File: src/rtl/router_input_unit.sv
// Virtual-channel input unit for one router port: per-VC FIFOs, per-VC packet FSM
// with XY routing on head flits, switch-allocator request/grant handshake and credit return.
module router_input_unit #(
    parameter int X_SIZE     = 4,
    parameter int Y_SIZE     = 4,
    parameter int FLIT_WIDTH = 80,
    parameter int NUM_VC     = 4,
    parameter int VC_DEPTH   = 4
) (
    input  logic                                            clk,
    input  logic                                            rst,
    input  logic [$clog2(X_SIZE)-1:0]                       id_x,
    input  logic [$clog2(Y_SIZE)-1:0]                       id_y,
    input  logic                                            in_valid,
    input  logic [FLIT_WIDTH-1:0]                           in_flit,
    input  logic [NUM_VC-1:0]                               vc_grant,
    output logic [NUM_VC-1:0]                               vc_req,
    output logic [3*NUM_VC-1:0]                             vc_route,
    output logic [FLIT_WIDTH*NUM_VC-1:0]                    vc_flit,
    output logic                                            credit_valid,
    output logic [((NUM_VC > 1) ? $clog2(NUM_VC) : 1)-1:0]  credit_vc,
    output logic                                            err
);

    localparam int VC_W  = (NUM_VC > 1) ? $clog2(NUM_VC) : 1;
    localparam int PTR_W = $clog2(VC_DEPTH);
    localparam int CNT_W = PTR_W + 1;
    localparam logic [CNT_W-1:0] FULL_CNT = CNT_W'(VC_DEPTH);
    localparam logic [4:0]       NUM_VC_5 = 5'(NUM_VC);

    typedef enum logic [1:0] {IDLE, ROUTING, ACTIVE} vc_state_t;

    logic [4:0]        in_vcx;
    logic              in_vcx_ok;
    logic [1:0]        id_x2;
    logic [1:0]        id_y2;
    logic [NUM_VC-1:0] req_vec;
    logic [NUM_VC-1:0] full_vec;
    logic [NUM_VC-1:0] discard_cand;
    logic [NUM_VC-1:0] pop_vec;
    logic [NUM_VC-1:0] push_vec;
    logic [NUM_VC-1:0] drop_vec;
    logic [VC_W-1:0]   pop_idx;
    logic              pop_any;
    logic              discard_pop;
    logic              multi_grant;

    assign in_vcx      = in_flit[15:11];
    assign in_vcx_ok   = (in_vcx < NUM_VC_5);
    assign id_x2       = 2'(id_x);
    assign id_y2       = 2'(id_y);
    assign multi_grant = |(vc_grant & (vc_grant - NUM_VC'(1)));
    assign vc_req      = req_vec;

    // One pop per cycle (single credit port): lowest requesting grant first, then lowest stray discard.
    always_comb begin
        pop_vec     = '0;
        pop_idx     = '0;
        pop_any     = 1'b0;
        discard_pop = 1'b0;
        for (int v = 0; v < NUM_VC; v++) begin
            if (!pop_any && vc_grant[v] && req_vec[v]) begin
                pop_vec[v] = 1'b1;
                pop_idx    = VC_W'(v);
                pop_any    = 1'b1;
            end
        end
        for (int v = 0; v < NUM_VC; v++) begin
            if (!pop_any && discard_cand[v]) begin
                pop_vec[v]  = 1'b1;
                pop_idx     = VC_W'(v);
                pop_any     = 1'b1;
                discard_pop = 1'b1;
            end
        end
    end

    for (genvar gi = 0; gi < NUM_VC; gi++) begin : g_vc
        logic [FLIT_WIDTH-1:0] mem [VC_DEPTH];
        logic [PTR_W-1:0]      rd_ptr_reg;
        logic [PTR_W-1:0]      wr_ptr_reg;
        logic [CNT_W-1:0]      count_reg;
        vc_state_t             state_reg;
        logic [2:0]            route_reg;
        logic [FLIT_WIDTH-1:0] front;
        logic [1:0]            front_type;
        logic [1:0]            dst_x;
        logic [1:0]            dst_y;
        logic [2:0]            route_calc;
        logic                  empty;
        logic                  hit;

        assign front      = mem[rd_ptr_reg];
        assign front_type = front[1:0];
        assign dst_x      = front[8:7];
        assign dst_y      = front[10:9];
        assign empty      = (count_reg == '0);
        assign hit        = in_valid && in_vcx_ok && (in_vcx == 5'(gi));

        assign full_vec[gi]     = (count_reg == FULL_CNT);
        assign push_vec[gi]     = hit && (!full_vec[gi] || pop_vec[gi]);
        assign drop_vec[gi]     = hit && full_vec[gi] && !pop_vec[gi];
        assign req_vec[gi]      = (state_reg == ACTIVE) && !empty;
        // Body or tail at the front of an idle VC has no head to belong to.
        assign discard_cand[gi] = (state_reg == IDLE) && !empty && (front_type[1] ^ front_type[0]);

        always_comb begin
            if (dst_x > id_x2)      route_calc = 3'd0;
            else if (dst_x < id_x2) route_calc = 3'd1;
            else if (dst_y > id_y2) route_calc = 3'd3;
            else if (dst_y < id_y2) route_calc = 3'd2;
            else                    route_calc = 3'd4;
        end

        always_ff @(posedge clk) begin
            if (push_vec[gi]) mem[wr_ptr_reg] <= in_flit;
        end

        always_ff @(posedge clk or negedge rst) begin
            if (!rst) begin
                rd_ptr_reg <= '0;
                wr_ptr_reg <= '0;
                count_reg  <= '0;
                state_reg  <= IDLE;
                route_reg  <= '0;
            end else begin
                if (push_vec[gi]) wr_ptr_reg <= wr_ptr_reg + PTR_W'(1);
                if (pop_vec[gi])  rd_ptr_reg <= rd_ptr_reg + PTR_W'(1);
                count_reg <= count_reg + CNT_W'(push_vec[gi]) - CNT_W'(pop_vec[gi]);
                case (state_reg)
                    IDLE:    if (!empty && (front_type[1] == front_type[0])) state_reg <= ROUTING;
                    ROUTING: begin
                        route_reg <= route_calc;
                        state_reg <= ACTIVE;
                    end
                    ACTIVE:  if (pop_vec[gi] && front_type[1]) state_reg <= IDLE;
                    default: state_reg <= IDLE;
                endcase
            end
        end

        assign vc_route[3*gi +: 3]                    = route_reg;
        assign vc_flit[FLIT_WIDTH*gi +: FLIT_WIDTH] = empty ? '0 : front;
    end

    always_ff @(posedge clk or negedge rst) begin
        if (!rst) begin
            credit_valid <= 1'b0;
            credit_vc    <= '0;
            err          <= 1'b0;
        end else begin
            credit_valid <= pop_any;
            if (pop_any) credit_vc <= pop_idx;
            if (discard_pop || multi_grant || (|drop_vec) || (in_valid && !in_vcx_ok))
                err <= 1'b1;
        end
    end

endmodule
File: config.mk
export PLATFORM = sky130hd
export DESIGN_NAME = router_input_unit
export DESIGN_NICKNAME = d
export VERILOG_FILES = /design/src/rtl/router_input_unit.sv
export SDC_FILE = /design/constraint.sdc
export NUM_CORES = 1
export LEC_CHECK = 0
export CAP_MARGIN = 10
export CELL_PAD_IN_SITES_DETAIL_PLACEMENT = 1
export CELL_PAD_IN_SITES_GLOBAL_PLACEMENT = 2
export CORE_UTILIZATION = 51
export CTS_BUF_LIST = sky130_fd_sc_hd__clkbuf_8
export DETAILED_ROUTE_END_ITERATION = 8
export PLACE_DENSITY_LB_ADDON = 0.25
export SYNTH_ARGS = -nofsm -noshare
export SYNTH_HDL_FRONTEND = slang
export SYNTH_SLANG_ARGS = --single-unit
File: constraint.sdc
create_clock -name clk -period 10.1 [get_ports clk]
set_input_delay 1.515 -clock clk [delete_from_list [all_inputs] [get_ports clk]]
set_output_delay 1.515 -clock clk [all_outputs]
set_load 0.01 [all_outputs]
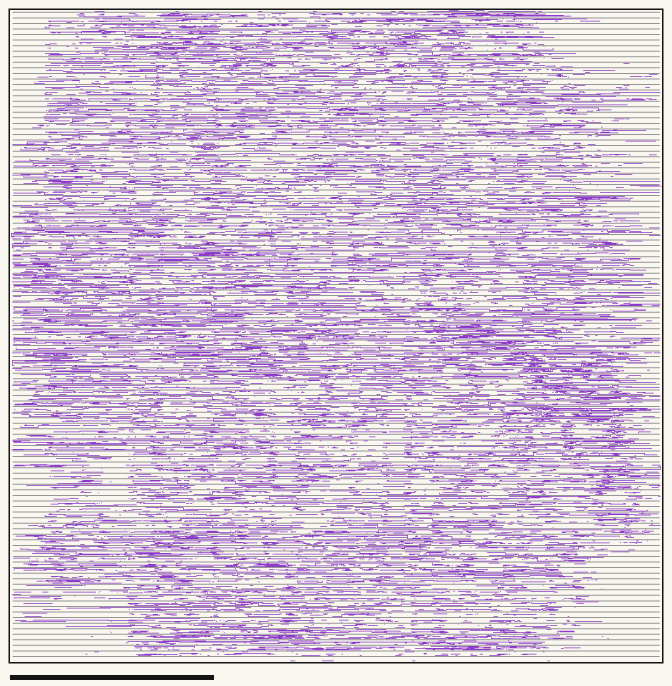
Figure 1: run 1, M1 wires.
Bar = 100 µm. Supply wires on this layer in gray.
- main direction: horizontal
- nets with wire on the layer: 2876
M1 GR Usage: 37.5%
DR vias: 25848

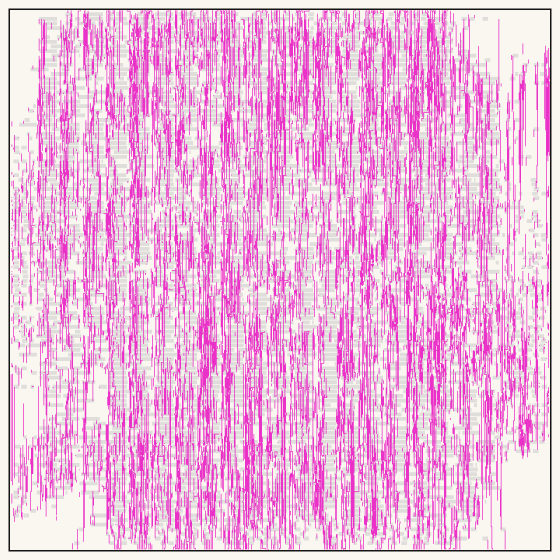
Figure 2: run 1, signal wires on met2.
Cells faint in the background.
- main direction: vertical
- share of all routed wire: 49%
M2 GR Usage: 42.6%
final wirelength: 135000 µm

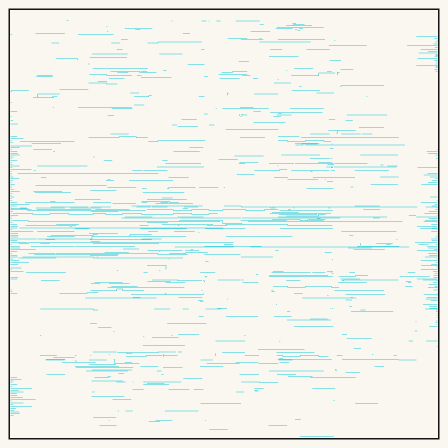
Figure 3: run 1, M3 wires.
- nets with wire on the layer: 442
- wire length on this layer: 10700 µm
- share of all routed wire: 7.9%
GR Util met3: 6.17%

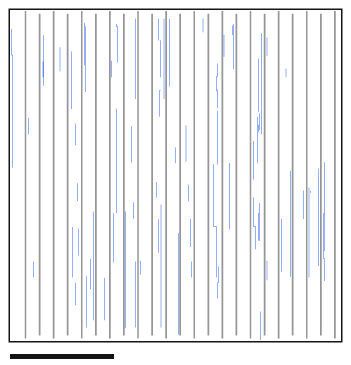
Figure 4: run 1, metal 4.
Bar = 100 µm. Supply wires on this layer in gray.
- main direction: vertical
- longest straight run: 118 µm
- wire length on this layer: 3220 µm
- nets with wire on the layer: 49
- share of all routed wire: 2.4%

==> impl_metrics.toml, run 1 <==
# implementation run metrics
[clocking]
post-cts-setup-buffer-count = 0
cts_inserted_buffers = 204
cts.sinks = 1332
tritoncts = "yes"
htreeDepth = 4

[floorplan]
dieHeight_um = 319
chipArea_um2 = 102000
fp_util_pct = 51.4
num_rows = 116

[job]
warning_count = 40

[place]
dpl.cell_count = 4011
dp_hpwl_um = 83100

[pwr]
p_seq_share_pct = 39.3
p_leak_nw = 20.0
combPwrFrac_pct = 36.3

[synth]
synthArstFlopShare_pct = 3.90
topCellsByArea = "edfxtp_1 75%, mux4_2 14%, nor2b_1 3.8%, dfrtp_1 2.5%, ha_1 0.97%"
synth.avg_cell_area_um2 = 21.8
synthTopCellsByCount = "1280 x edfxtp_1, 320 x mux4_2, 315 x nor2b_1"
synth_area_um2 = 51400
yosys_warnings = 0

[drt]
wl_per_cell_um = 30.7
first_iter_violations = 2313

[final_timing]
fin_crit_ns = 5.83
finClkSkew_ns = 0.0417
hold_viol_final = 0

[setup_path]
setup.worst_path.end_class = "primary output"
critPathKind = "reg -> out"
cp_cell_sequence = "buf_4, mux4_2, nor2b_1, clkdlybuf4s50_1"
slowest_delay_ns = 1.01

[layout]
largestClassByArea = "registers"
register_area_um2 = 39800
buf_share_pct = 7.53
final-clk-cell-share_pct = 6.09
finish.utilization_pct = 61.0

[global_routing]
grt_max_degree = 66

[status]
outcome = "finished, final reports clean"
run 1: cell families after synthesis:
kind of cell	count (synthesis)	share of synthesized area (%)
AND-OR/OR-AND	49	0.767
multiplexers	324	14.1
flip-flops	1332	77.4
AND/OR/NAND/NOR	425	5.01
XOR/XNOR	24	0.424
adder cells (fa/ha/maj)	45	1.15
buffers and inverters	158	1.18
run 1: power by group through the flow:
| stage | clock, mW | sequential (mW) | combinational [mW] |
|---|---|---|---|
| after floorplan | 0 | 6.39 | 3.29 |
| after global placement | 0 | 6.71 | 6.09 |
| after detailed placement | 0 | 6.73 | 6.14 |
| after CTS | 4.20 | 6.62 | 6.20 |
| after global routing | 4.41 | 6.65 | 6.45 |
| final | 4.11 | 6.60 | 6.11 |
Figure 5. Track usage over the die (run 1).
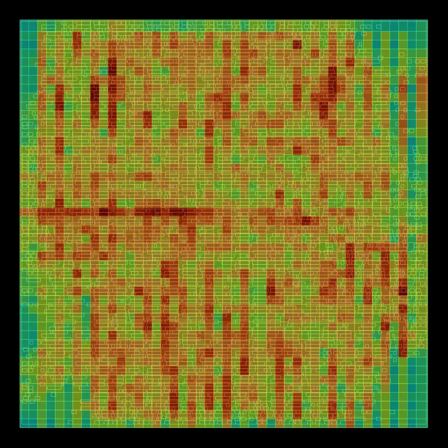

--- run 2 (diff from run 1) ---
--- a/config.mk
+++ b/config.mk
@@ -8,7 +8,7 @@
 export CAP_MARGIN = 10
 export CELL_PAD_IN_SITES_DETAIL_PLACEMENT = 1
 export CELL_PAD_IN_SITES_GLOBAL_PLACEMENT = 2
-export CORE_UTILIZATION = 51
+export CORE_UTILIZATION = 42
 export CTS_BUF_LIST = sky130_fd_sc_hd__clkbuf_8
 export DETAILED_ROUTE_END_ITERATION = 8
 export PLACE_DENSITY_LB_ADDON = 0.25
==> constraint.sdc (replaced) <==
create_clock -name clk -period 4.71 [get_ports clk]
set_input_delay 0.7065 -clock clk [delete_from_list [all_inputs] [get_ports clk]]
set_output_delay 0.7065 -clock clk [all_outputs]
set_load 0.01 [all_outputs]
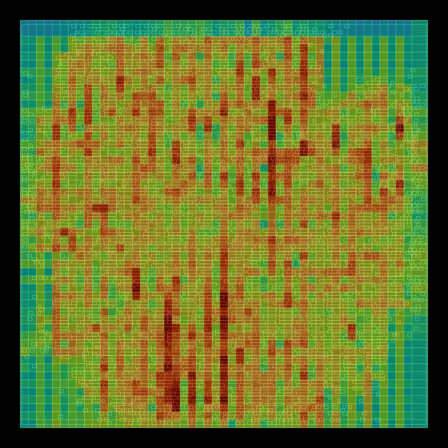
Figure 6: run 2, track usage over the die.
GRT Resource Usage Total: 22.7%
Finished Core Util: 51.5%

==> run 2 against run 1 <==
Effect of this change:
- worst hold slack got worse by 0.0013 ns
- die size increased by 21%
- design area increased by 1.8%
- critical endpoint is now vc_flit[18]
- highest routed layer is now met4
==> impl_metrics.toml, run 2 <==
# implementation run metrics
[synth]
top_logic_kind = "multiplexers"
mux_share_pct = 14.1
yosys_warnings = 0
top_area_cell = "edfxtp_1"
synthTopCellsByCount = "1280 x edfxtp_1, 320 x mux4_2, 315 x nor2b_1"
synthArstFlopShare_pct = 3.90
topCellsByArea = "edfxtp_1 75%, mux4_2 14%, nor2b_1 3.8%, dfrtp_1 2.5%, ha_1 0.97%"
adder_share_pct = 1.15
simple_gate_share_pct = 5.01
synth_top_cell_by_count = "edfxtp_1"
synth.cellmix.compoundShare_pct = 0.767
xor_area_share_pct = 0.424
synth_area_um2 = 51400

[drt]
first_iter_violations = 2112
vias = 25758
drt_wl_total_um = 139000
wl_per_cell_um = 29.4

[setup_path]
worstPathMaxFanout = 55
r2r-end = "g_vc[2].count_reg[2]"
critPathKind = "reg -> out"
slowest_delay_ns = 0.75
setup.worst_path.end_class = "primary output"

[global_routing]
use_met2_pct = 37.5
grt_pass1_vias = 27705
busiest_layer = "met2"
use_met1_pct = 30.4
grt_pass1_wl_um = 198000
grt_max_degree = 83
met3_usage_pct = 4.51

[final_timing]
clock.fmax_ghz = 0.226
hold_viol_final = 0
finClkSkew_ns = 0.0398

[clocking]
cts_inserted_buffers = 209
post-cts-setup-buffer-count = 0
htreeDepth = 4
cts_resized = 2

[pwr]
combPwrFrac_pct = 37.5
p_seq_share_pct = 37.8
p_leak_nw = 20.4

[status]
outcome = "finished, final reports clean"

[floorplan]
dieHeight_um = 352
num_rows = 127
fp_util_pct = 42.6
chipArea_um2 = 124000

[place]
dp_hpwl_um = 87700
dpl.cell_count = 4353

[job]
warning_count = 39

[hold_path]
worstHoldStart = "g_vc[2].state_reg[0]"

[layout]
synthToLayoutAreaGrowth_pct = 20.8
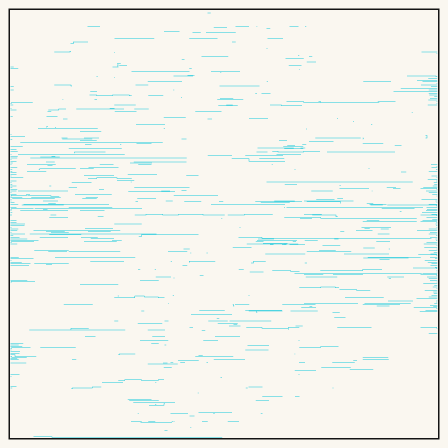
Figure 7: run 2, M3 wires.
- main direction: horizontal
- nets with wire on the layer: 377
- wire length on this layer: 8550 µm
- share of all routed wire: 6.1%

[run 2: cell counts after synthesis]
No cell type changed its count.
[run 2: layout make-up]
class | count | area [µm²] | area share [%]
sequential | 1332 | 39800 | 64.1
tap | 1612 | 2020 | 3.25
clock buffer | 220 | 3030 | 4.88
clock inverter | 169 | 832 | 1.34
inverter | 49 | 184 | 0.296
multi-input combinational | 867 | 11100 | 17.9
timing repair buffer | 494 | 5170 | 8.33
antenna | 1 | 2.50 | 0.00403
[run 2: power by group through the flow]
stage          logic [mW]  clock network (mW)  registers, mW
6_report             13.7                9.00           13.8
5_1_grt              14.5                9.65           13.8
4_1_cts              14.0                9.24           13.8
3_5_place_dp         13.9                   0           14.0
3_3_place_gp         13.8                   0           14.0
2_1_floorplan        7.05                   0           13.7
Power and IR drop assume default switching activity.
